File: src/rtl/alu_pkg.sv
// Shared types and constants for the ALU command front-end.
package alu_pkg;

    // Sequencer states
    typedef enum logic [1:0] {
        ST_IDLE   = 2'd0,
        ST_RUN    = 2'd1,
        ST_STROBE = 2'd2,
        ST_GAP    = 2'd3
    } state_t;

    // Command kinds
    localparam logic [1:0] KIND_COMPUTE = 2'b00;
    localparam logic [1:0] KIND_LOAD    = 2'b01;
    localparam logic [1:0] KIND_CLEAR   = 2'b10;
    localparam logic [1:0] KIND_RSVD    = 2'b11;

    // ALU op codes
    localparam logic [2:0] OP_ADD    = 3'b000;
    localparam logic [2:0] OP_SUB    = 3'b001;
    localparam logic [2:0] OP_MUL    = 3'b010;
    localparam logic [2:0] OP_NOP    = 3'b011;
    localparam logic [2:0] OP_LOGIC0 = 3'b100;
    localparam logic [2:0] OP_LOGIC1 = 3'b101;
    localparam logic [2:0] OP_LOGIC2 = 3'b110;
    localparam logic [2:0] OP_LOGIC3 = 3'b111;

    // Width of the timing count T
    localparam int T_W = 4;

    // One queued command: kind in the upper bits, op in the lower bits
    typedef struct packed {
        logic [1:0] kind;
        logic [2:0] op;
    } cmd_t;

    localparam int CMD_W = $bits(cmd_t);

endpackage

File: src/rtl/alu_cmd_fifo.sv
// Small synchronous command FIFO with registered full/empty flags.
module alu_cmd_fifo
    import alu_pkg::*;
#(
    parameter int DEPTH = 4
) (
    input  logic             clk,
    input  logic             reset,
    input  logic             push,
    input  logic             pop,
    input  logic [CMD_W-1:0] wr_data,
    output logic [CMD_W-1:0] rd_data,
    output logic             full,
    output logic             empty
);

    localparam int AW = $clog2(DEPTH);
    localparam int CW = AW + 1;

    logic [CMD_W-1:0] mem_q [DEPTH];
    logic [AW-1:0]    wr_ptr_q, wr_ptr_d;
    logic [AW-1:0]    rd_ptr_q, rd_ptr_d;
    logic [CW-1:0]    count_q, count_d;
    logic             full_q, full_d;
    logic             empty_q, empty_d;
    logic             do_push, do_pop;

    // Next pointer/occupancy; flags are derived from the next count so they are registered
    always_comb begin
        do_push  = push && !full_q;
        do_pop   = pop && !empty_q;
        wr_ptr_d = wr_ptr_q + AW'(do_push);
        rd_ptr_d = rd_ptr_q + AW'(do_pop);
        count_d  = count_q + CW'(do_push) - CW'(do_pop);
        full_d   = (count_d == CW'(DEPTH));
        empty_d  = (count_d == '0);
    end

    // Pointer, occupancy and flag registers
    always_ff @(posedge clk or posedge reset) begin
        if (reset) begin
            wr_ptr_q <= '0;
            rd_ptr_q <= '0;
            count_q  <= '0;
            full_q   <= 1'b0;
            empty_q  <= 1'b1;
        end else begin
            wr_ptr_q <= wr_ptr_d;
            rd_ptr_q <= rd_ptr_d;
            count_q  <= count_d;
            full_q   <= full_d;
            empty_q  <= empty_d;
        end
    end

    // Storage array; contents are only meaningful where the pointers say so
    always_ff @(posedge clk) begin
        if (do_push) begin
            mem_q[wr_ptr_q] <= wr_data;
        end
    end

    assign rd_data = mem_q[rd_ptr_q];
    assign full    = full_q;
    assign empty   = empty_q;

endmodule

File: src/rtl/alu_cmd_sequencer.sv
// Command front-end: queues commands and sequences them into controller strobes and the T count.
module alu_cmd_sequencer
    import alu_pkg::*;
#(
    parameter int DEPTH = 4,
    parameter int MAXT  = 15
) (
    input  logic           clk,
    input  logic           reset,
    input  logic           cmd_valid,
    output logic           cmd_ready,
    input  logic [1:0]     cmd_kind,
    input  logic [2:0]     cmd_op,
    input  logic           clr_SC,
    output logic           comp,
    output logic           load,
    output logic           clr,
    output logic [2:0]     op,
    output logic [T_W-1:0] T,
    output logic           busy,
    output logic           done,
    output logic           timeout,
    output logic           bad_cmd
);

    localparam logic [T_W-1:0] T_LAST = T_W'(MAXT);

    logic             fifo_full, fifo_empty, fifo_push, fifo_pop;
    logic [CMD_W-1:0] head_raw;
    cmd_t             head;

    state_t         state_q, state_d;
    logic [T_W-1:0] t_q, t_d;
    logic           comp_q, comp_d;
    logic           load_q, load_d;
    logic           clr_q, clr_d;
    logic [2:0]     op_q, op_d;
    logic           busy_q, busy_d;
    logic           done_q, done_d;
    logic           timeout_q, timeout_d;
    logic           bad_cmd_q, bad_cmd_d;

    assign fifo_push = cmd_valid && !fifo_full;
    assign head      = head_raw;

    alu_cmd_fifo #(
        .DEPTH(DEPTH)
    ) u_fifo (
        .clk    (clk),
        .reset  (reset),
        .push   (fifo_push),
        .pop    (fifo_pop),
        .wr_data({cmd_kind, cmd_op}),
        .rd_data(head_raw),
        .full   (fifo_full),
        .empty  (fifo_empty)
    );

    // Next-state and next-output decode; every output is a flop loaded from these values
    always_comb begin
        state_d   = state_q;
        t_d       = '0;
        comp_d    = 1'b0;
        load_d    = 1'b0;
        clr_d     = 1'b0;
        op_d      = op_q;
        done_d    = 1'b0;
        timeout_d = 1'b0;
        bad_cmd_d = 1'b0;
        fifo_pop  = 1'b0;
        unique case (state_q)
            ST_IDLE: begin
                op_d = 3'b000;
                if (!fifo_empty) begin
                    fifo_pop = 1'b1;
                    op_d     = head.op;
                    case (head.kind)
                        KIND_COMPUTE: begin
                            state_d = ST_RUN;
                            comp_d  = 1'b1;
                        end
                        KIND_LOAD: begin
                            state_d = ST_STROBE;
                            load_d  = 1'b1;
                        end
                        KIND_CLEAR: begin
                            state_d = ST_STROBE;
                            clr_d   = 1'b1;
                        end
                        default: begin
                            state_d   = ST_GAP;
                            done_d    = 1'b1;
                            bad_cmd_d = 1'b1;
                        end
                    endcase
                end
            end
            ST_RUN: begin
                // clr_SC during T=0 is stale from the previous command, so it is not honoured
                if ((t_q != '0) && clr_SC) begin
                    state_d = ST_GAP;
                    done_d  = 1'b1;
                end else if (t_q == T_LAST) begin
                    state_d   = ST_GAP;
                    done_d    = 1'b1;
                    timeout_d = 1'b1;
                end else begin
                    comp_d = 1'b1;
                    t_d    = t_q + T_W'(1);
                end
            end
            ST_STROBE: begin
                state_d = ST_GAP;
                done_d  = 1'b1;
            end
            ST_GAP: begin
                state_d = ST_IDLE;
                op_d    = 3'b000;
            end
            default: begin
                state_d = ST_IDLE;
                op_d    = 3'b000;
            end
        endcase
        busy_d = (state_d != ST_IDLE);
    end

    // Sequencer state and registered outputs
    always_ff @(posedge clk or posedge reset) begin
        if (reset) begin
            state_q   <= ST_IDLE;
            t_q       <= '0;
            comp_q    <= 1'b0;
            load_q    <= 1'b0;
            clr_q     <= 1'b0;
            op_q      <= 3'b000;
            busy_q    <= 1'b0;
            done_q    <= 1'b0;
            timeout_q <= 1'b0;
            bad_cmd_q <= 1'b0;
        end else begin
            state_q   <= state_d;
            t_q       <= t_d;
            comp_q    <= comp_d;
            load_q    <= load_d;
            clr_q     <= clr_d;
            op_q      <= op_d;
            busy_q    <= busy_d;
            done_q    <= done_d;
            timeout_q <= timeout_d;
            bad_cmd_q <= bad_cmd_d;
        end
    end

    assign cmd_ready = !fifo_full;
    assign comp      = comp_q;
    assign load      = load_q;
    assign clr       = clr_q;
    assign op        = op_q;
    assign T         = t_q;
    assign busy      = busy_q;
    assign done      = done_q;
    assign timeout   = timeout_q;
    assign bad_cmd   = bad_cmd_q;

endmodule

File: config.mk
export PLATFORM = sky130hd
export DESIGN_NAME = alu_cmd_sequencer
export DESIGN_NICKNAME = d
export VERILOG_FILES = /design/src/rtl/alu_pkg.sv /design/src/rtl/alu_cmd_fifo.sv /design/src/rtl/alu_cmd_sequencer.sv
export SDC_FILE = /design/constraint.sdc
export NUM_CORES = 1
export LEC_CHECK = 0
export CORE_ASPECT_RATIO = 0.75
export CORE_UTILIZATION = 44
export CTS_CLUSTER_DIAMETER = 80
export CTS_CLUSTER_SIZE = 40
export DETAILED_ROUTE_END_ITERATION = 8
export PLACE_DENSITY = 0.67
export SLEW_MARGIN = 20
export SYNTH_ARGS = -nofsm -noshare
export SYNTH_HDL_FRONTEND = slang
export SYNTH_SLANG_ARGS = --single-unit
File: constraint.sdc
create_clock -name clk -period 3.64 [get_ports clk]
set_clock_uncertainty 0.15 [all_clocks]
set_input_delay 0.364 -clock clk [delete_from_list [all_inputs] [get_ports clk]]
set_output_delay 0.364 -clock clk [all_outputs]
set_load 0.005 [all_outputs]
==> CHANGELOG.md <==
## Implementation

- Status: complete, no violations
- Initial antenna violation count: 0
- Worst path arrival time: around 3.0 ns
- Yosys adder share: 10.72%
- Seq cells post-synth: between 40 and 50
- Endpoints failing hold: 0
- Die Y: 59.46 um
- Hold WC Path Type: reg2reg
- CP Data Required Time: 3.71 ns
- Seq share, synth: 63.37%
- Post-synth top area cell: dfrtp_1
- Hold endpoint: op[2]$_DFFE_PP0P_
- Post-synth EDFFs: 20
- And-or/or-and share of the synthesized area: 4.522%
- Pwr/cell area: 805.0 nW/um^2
- Synth warn: 0
- Gate count after technology mapping: between 100 and 150
- Max VDD drop: 399.5 uV
- R2r setup slk: 0.76 ns
- Clk_lat worst skew: 0.31 ns
- Post-layout util: 56.67%
- Syn Nets: 158
- Simple share: 8.786%
- Grt ovf: 0
- R2r endpoint: u_fifo.full$_DFF_PP0_
- YS chip area: 1937 um^2
- Hold path depth: 1
- DP HPWL: 2.219 mm
- Leak: 0.0009859 uW
- XOR/XNOR Area Share: 2.713%
- Post_cts resized: 0
- ANT nets after route: 0
- Ratio of cells with drive above 1 in the final layout: 9.938%
- Cts hold-fix bufs: 0
- Clk sinks: 45
- CORE AREA: 4129 um^2
- Clock Tree Buf Depth: 2
- Synth-to-Final Area Change: 20.80%
- Period minus WS final: 2.883 ns
- Ys async rst share: 55.56%
- Measured slew at the worst slew-check pin: 0.9152 ns
- Clock slew at the register clock pins of the worst setup and hold paths: 0.08 ns
- Setup TNS: 0 ns
- Fin. max-slew vios: 0
- Die area: 4674 um^2
- Peak Freq: 346.8 MHz
- Count of tool warnings: 35
- Ant diodes: 0
- First-pass GRT wire length: roughly 5.1 mm
- Final setup violation count: 0
- Worst r2r src: state_q[1]$_DFF_PP0_
- Setup Fix Bufs, Post-CTS: 0
- Total power: approximately 1900 uW
- Hold Path Origin: op[2]$_DFFE_PP0P_
- Iter 0 DRT Violations: between 70 and 80
- Synth Flop Type: dfrtp_1
- H-tree levels: 2
- Setup crit end kind: flop
- Largest stage delay, worst path: 0.42 ns
- TritonCTS clock tree: yes
- Floorplan core density: 46.91%
- RSZ-0062 raised after global routing: no
- Port Buffers: 23
- GP Congestion: 0.7410
- Fin crit share: 79.21%
- Max-Cap Viols: 0
- Yosys top cell area share: 31.01%
- I/O pins: 24
- Slowest-stage cell, CP: dfrtp_1
- Largest net degree at the start of global routing: 26
- Vias in the first global route: between 1000 and 1500
- DRC: 0
- Cell Area, Synth: between 1500 and 2000 um^2
- Comb area leader: adder cells
- Crit path max fanout: 7
- Clk Tree Root Cell: clkbuf_8
- GRT Total Usage: 15.43%
- CP Launch Type: flop
- Num CTS Buffers: 5
- Ys cells: 133
- CP Class: reg2reg
- Crit-path cells: inv_1, ha_1, nor2b_1, ha_1, inv_1, ha_1, inv_1, fa_1, xnor2_1, xnor2_1, nor3b_1
- Die X: 78.61 um
- FP Rows: 20
- Worst r2r path cells: 11
- Vias/cell: 4.949
- Drt pass-1 iters: 4
- Final #Nets: 185
- Slew HR: between 30% and 40%
- Top cells, area: dfrtp_1, edfxtp_1, ha_1, mux4_2, inv_1
- Yosys cell types: 31
- Synth mux share: between 6 and 7%
- Mapped Avg Cell Area: 14.56 um^2
worst max path at each step:
stage	start	cells past startpoint	to
after CTS	state_q[1]$_DFF_PP0_	11	u_fifo.full$_DFF_PP0_
after detailed placement	state_q[1]$_DFF_PP0_	11	u_fifo.full$_DFF_PP0_
after global placement	state_q[1]$_DFF_PP0_	11	u_fifo.full$_DFF_PP0_
after floorplan	state_q[1]$_DFF_PP0_	12	u_fifo.full$_DFF_PP0_
after global routing	state_q[1]$_DFF_PP0_	11	u_fifo.full$_DFF_PP0_
final	state_q[1]$_DFF_PP0_	11	u_fifo.full$_DFF_PP0_
sequential cells by signal (all words and copies together) (netlist names), 2 cells and up:
signal           flops
T                    4
u_fifo.wr_ptr_q      2
u_fifo.mem_q        20
op                   3
u_fifo.rd_ptr_q      2
state_q              2
u_fifo.count_q       3
stage by stage:
stage                     std cells  instance area, um^2  worst slack [ns]  hold slack, ns
final                           216                 2340            0.7566          0.3596
after global routing            216                 2340            0.5674          0.3746
after CTS                       216                 2340            0.7500          0.3699
after detailed placement        208                 2225            0.7822          0.3515
after global placement          208                 2225            0.9631          0.3412
after floorplan                 133                 1937             1.118          0.2406
power breakdown:
group	switching [uW]	leakage (uW)	internal (uW)	total, uW
logic	339	0.000435	368	707
clock network	174	0.0000543	205	379
registers	106	0.000496	691	797
critical path: cells and delay by family (launching register included):
kind          cells  cell delay (ns)
xor+xnor          2             0.39
buf+inv           3             0.25
flops             1             0.42
fa+ha+maj         4             0.99
simple gates      2             0.60
layout by cell type, fill, tap and decap left out, types with 2 or more instances in the layout:
cell             netlist  routed
dfrtp_1               24      24
clkdlybuf4s50_1        0      23
edfxtp_1              20      20
ha_1                  15      15
inv_1                 12      12
nor2_1                 6       6
nand2_1                6       6
a21oi_1                5       5
mux4_2                 5       5
clkbuf_8               0       5
nor2b_1                4       4
and2_1                 3       3
xnor2_1                3       3
xor2_1                 3       3
a22o_1                 3       3
nand2b_1               2       2
o21ai_0                2       2
mux2_2                 2       2
nor3b_1                2       2
nor3_1                 2       2
routing by layer:
metal | global-route usage [%] | vias up | wire (um)
li1 | - | 516 | -
met1 | 19.57 | 520 | 1475
met2 | 24.35 | 25 | 1405
met3 | 3.692 | 8 | 125
met4 | 9.524 | 0 | 72
met5 | 0 | - | 0
Yosys cell counts, types with 3 or more instances:
library cell,count
dfrtp_1,24
edfxtp_1,20
ha_1,15
inv_1,12
nand2_1,6
nor2_1,6
a21oi_1,5
mux4_2,5
nor2b_1,4
a22o_1,3
and2_1,3
xnor2_1,3
xor2_1,3
area by class of cell:
| class | count | area, um^2 |
|---|---|---|
| clock buffer | 5 | 68.82 |
| clock inverter | 3 | 46.29 |
| fill | 344 | 1789 |
| inverter | 12 | 45.04 |
| multi-input combinational | 73 | 653.1 |
| sequential | 45 | 1227 |
| tap | 55 | 68.82 |
| timing repair buffer | 23 | 230.2 |
logic make-up after synthesis:
family / count (synthesis)
flip-flops: 45
multiplexers: 7
adder cells (fa/ha/maj): 16
buffers and inverters: 15
AND/OR/NAND/NOR: 31
XOR/XNOR: 6
AND-OR/OR-AND: 13
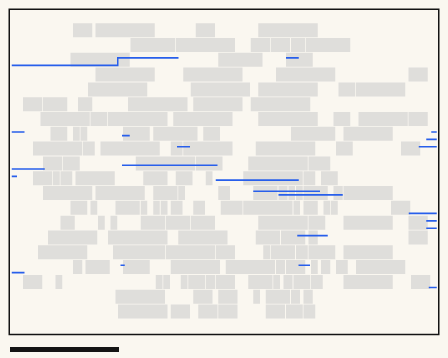
Figure 1: M3 wires.
The bar under the picture is 20 um long.
wire length on this layer = 125 um
share of all routed wire = 4.1%
longest straight run = 19.3 um
via count: 1069
Detailed Route WL: 3.079 mm
GR met3 Demand/Resource: 3.692%

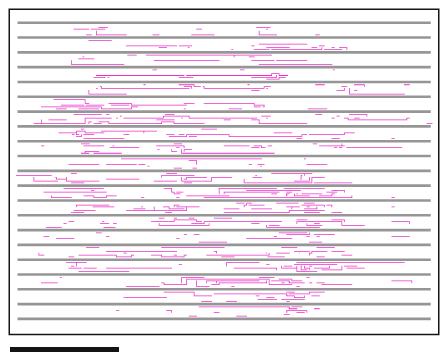
Figure 2: met1 routing.
The bar under the picture is 20 um long. Supply wires on this layer in grey.
share of all routed wire = 48%
wire length on this layer = 1480 um
main direction = horizontal
longest straight run = 27.1 um
nets with wire on the layer = 155
met1 Use GR: 19.57%

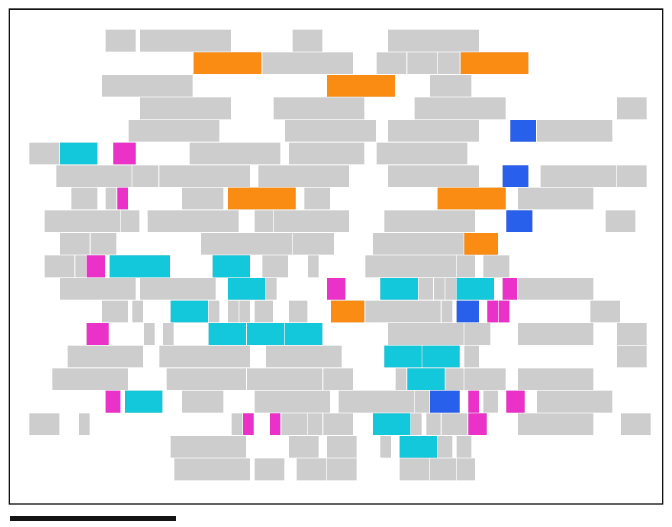
Figure 3: logic cells by family.
The bar under the picture is 20 um long.
nor cells -> magenta  # cells 14
fa/ha/maj cells -> cyan  # cells 16
non-inverting ao/oa cells -> blue  # cells 5
mux cells -> orange  # cells 7
most frequent logic cell in the layout: dfrtp_1
final std cells w/o fill: 216
logic share of the area: 27.91%

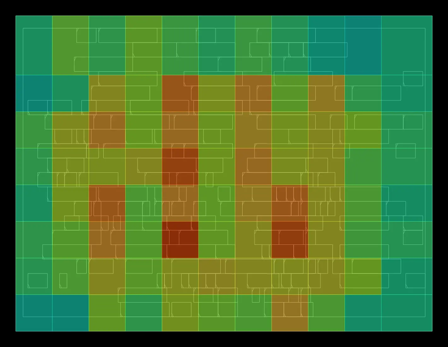
Figure 4: routing congestion map.
DR WL/cell: 14.25 um
global route hottest layer: met2
met2 GRT Util: 24.35%

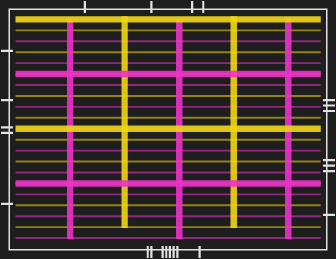
Figure 5: PDN straps and rails.
Pins as bars on the die edge.
VSS -> magenta
VDD -> yellow
met1 rails = 21
met5 straps = 4
signal pins = 24

No activity file was given, so power comes from the tool's default toggle rates.
